**Sequential cells grouped by signal name**

Drawn at 4 px/µm.
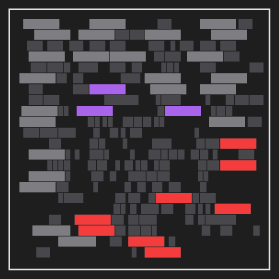
**Pin map**

Drawn at 4 px/µm. Pins as bars across the die edge, other pins in gray.
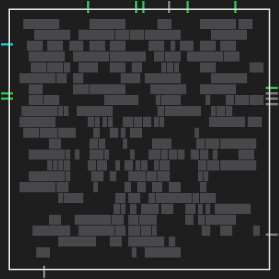
**Metal layers overlaid**

Drawn at 6 px/µm.
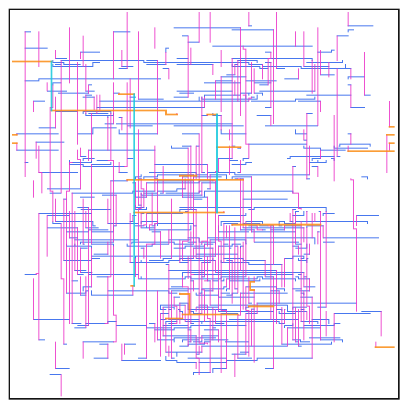
**Port wiring**

Drawn at 6 px/µm.
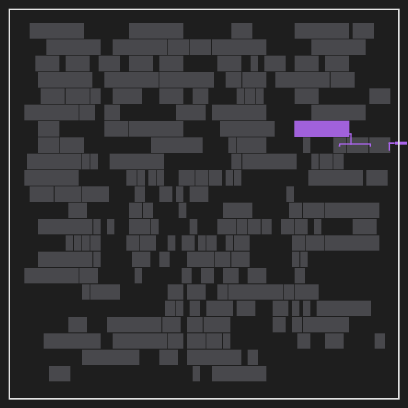
### src/rtl/svc_uart_rx.sv
// svc_uart_rx: 8N1 UART receiver with mid-bit sampling, valid/ready byte output,
// framing-error and overrun pulses.
module svc_uart_rx #(
    parameter int CLOCK_FREQ = 25_000_000,
    parameter int BAUD_RATE  = 115_200
) (
    input  logic       clk,
    input  logic       rst_n,
    input  logic       urx_pin,
    output logic       urx_valid,
    output logic [7:0] urx_data,
    input  logic       urx_ready,
    output logic       urx_frame_err,
    output logic       urx_overrun
);
    localparam int CLKS_PER_BIT = CLOCK_FREQ / BAUD_RATE;
    localparam int HALF_BIT     = CLKS_PER_BIT / 2;
    localparam int CW           = $clog2(CLKS_PER_BIT + 1);
    localparam logic [CW-1:0] HALF_LD = CW'(HALF_BIT - 1);
    localparam logic [CW-1:0] BIT_LD  = CW'(CLKS_PER_BIT - 1);

    localparam logic [2:0] IDLE  = 3'd0;
    localparam logic [2:0] START = 3'd1;
    localparam logic [2:0] DATA  = 3'd2;
    localparam logic [2:0] STOP  = 3'd3;
    localparam logic [2:0] BREAK = 3'd4;

    if (CLKS_PER_BIT < 4) begin : g_bad_cfg
        $fatal(1, "svc_uart_rx: CLKS_PER_BIT must be at least 4");
    end

    logic [2:0]    state;
    logic [CW-1:0] cnt;
    logic [2:0]    idx;
    logic [7:0]    shreg;
    logic          rx_m;
    logic          rx_s;

    always_ff @(posedge clk or negedge rst_n) begin
        if (!rst_n) begin
            rx_m          <= 1'b1;
            rx_s          <= 1'b1;
            state         <= IDLE;
            cnt           <= '0;
            idx           <= '0;
            shreg         <= '0;
            urx_valid     <= 1'b0;
            urx_data      <= '0;
            urx_frame_err <= 1'b0;
            urx_overrun   <= 1'b0;
        end else begin
            rx_m          <= urx_pin;
            rx_s          <= rx_m;
            urx_frame_err <= 1'b0;
            urx_overrun   <= 1'b0;
            if (urx_valid && urx_ready)
                urx_valid <= 1'b0;
            case (state)
                IDLE:
                    if (!rx_s) begin
                        state <= START;
                        cnt   <= HALF_LD;
                    end
                START:
                    if (cnt != '0)
                        cnt <= cnt - 1'b1;
                    else if (rx_s)
                        state <= IDLE;
                    else begin
                        state <= DATA;
                        cnt   <= BIT_LD;
                        idx   <= '0;
                    end
                DATA:
                    if (cnt != '0)
                        cnt <= cnt - 1'b1;
                    else begin
                        shreg[idx] <= rx_s;
                        cnt        <= BIT_LD;
                        idx        <= idx + 3'd1;
                        if (idx == 3'd7)
                            state <= STOP;
                    end
                STOP:
                    if (cnt != '0)
                        cnt <= cnt - 1'b1;
                    else if (rx_s) begin
                        // Returning to IDLE at stop mid-bit leaves half a bit to catch the next start edge.
                        state <= IDLE;
                        if (!urx_valid || urx_ready) begin
                            urx_data  <= shreg;
                            urx_valid <= 1'b1;
                        end else
                            urx_overrun <= 1'b1;
                    end else begin
                        urx_frame_err <= 1'b1;
                        state         <= BREAK;
                    end
                BREAK:
                    if (rx_s)
                        state <= IDLE;
                default:
                    state <= IDLE;
            endcase
        end
    end
endmodule
### config.mk
export PLATFORM = sky130hd
export DESIGN_NAME = svc_uart_rx
export DESIGN_NICKNAME = d
export VERILOG_FILES = /design/src/rtl/svc_uart_rx.sv
export SDC_FILE = /design/constraint.sdc
export NUM_CORES = 1
export LEC_CHECK = 0
export CAP_MARGIN = 10
export CORE_UTILIZATION = 45
export DETAILED_ROUTE_END_ITERATION = 8
export GPL_TIMING_DRIVEN = 0
export SLEW_MARGIN = 0
export SYNTH_ARGS = -nofsm -noshare
export SYNTH_HDL_FRONTEND = slang
export SYNTH_SLANG_ARGS = --single-unit
### constraint.sdc
create_clock -name clk -period 4.6 [get_ports clk]
set_clock_uncertainty 0.1 [all_clocks]
set_input_delay 0.69 -clock clk [delete_from_list [all_inputs] [get_ports clk]]
set_output_delay 0.69 -clock clk [all_outputs]
set_load 0.05 [all_outputs]
==> results.yml <==
# yosys + openroad results
layout:
  top_regs: "cnt (8), shreg (8), urx_data (8)"
  area_delta_synth_final_pct: 15.85
  fin_util_pct: 55.12
  comb_area_share_pct: 40.01
  drive_gt1_share_pct: 16.94
  largest_cell_class: "flip-flops and latches"
clock_network:
  cts_buffer_depth: 2
  hold_buffers: 0
  ctsResizeCount: 0
  cts_buffers: 5
  path_clk_slew_ns: 0.07
  htreeDepth: 2
power:
  maxPowerGroup: "registers"
  share_seq_of_total_power_pct: 58.1
  p_sw_w: 0.0001159
  powerDensity_nw_per_um2: 260.4
  pwr-share-clk_pct: 39.8
  p_leak_nw: 0.8991
  p_int_w: 0.0004174
setup_path:
  r2r_cells: 7
  critPathSlowestCell: "nor3b_1"
  path_depth: 7
  worst_setup_path_end_kind: "flip-flop"
  critical-path-top-delay-family: "simple AND/OR/NAND/NOR gates"
  critPathMaxStageDelay_ns: 0.68
  critical_path.endpoint: "urx_data[3]"
route:
  vias: 1332
  highest_layer: "met4"
  wl_mm: 3.679
  met2_length_mm: 1.766
  drcViolationCount: 0
  drtAntennaViolNets: 0
yosys:
  edf_count: 0
  synth-compound-area-share_pct: 12.95
  yosysUniqueCellTypes: 43
  simple_gate_share_pct: 20.38
  mux_share_pct: 10.19
  ys_sh_adder_pct: 2.831
  top_cells_by_count: "33 x dfrtp_1, 14 x nand2_1, 13 x mux2_2"
  most_common_cell: "dfrtp_1"
  flop_cell: "dfrtp_1"
  ys_ff: 35
global_routing:
  grt_pass1_vias: 1402
final_timing:
  final-setup-viol-count: 0
  finalSetupTns_ns: 0
  timing.final.crit_period_ns: 2.641
flow_run:
  cap_violations: 0
placement:
  hpwl_mm: 2.600
outcome:
  outcome: "completed"
worst_hold_path:
  hp-class: "flip-flop to flip-flop"
Back to the opening pictures, 'sequential cells grouped by signal name':
Key: red = cnt [placed flops 8]; purple = state [placed flops 3]
Another 24 sequential cells are not colored.

Back to the opening pictures, 'pin map':
Key: cyan = clk [pins 1, direction input, edge left]; green = urx_data [pins 8, direction output, edge 5 top, 2 left, 1 right]
All pins by edge: 6 top, 5 right, 3 left, 1 bottom.
Die W: 64.68 µm
port buffer count: 14

Back to the opening pictures, 'metal layers overlaid':
Key: orange = met3 [wire length 126 µm]; magenta = met2 [wire length 1770 µm]; blue = met1 [wire length 1730 µm]; cyan = met4 [wire length 56.4 µm]

Back to the opening pictures, 'port wiring':
Key: purple = urx_valid [direction output, edge right, end cells 1, buffers 1, wire 9.90 µm]
I/O Pins: 15

Power and IR drop assume default switching activity.
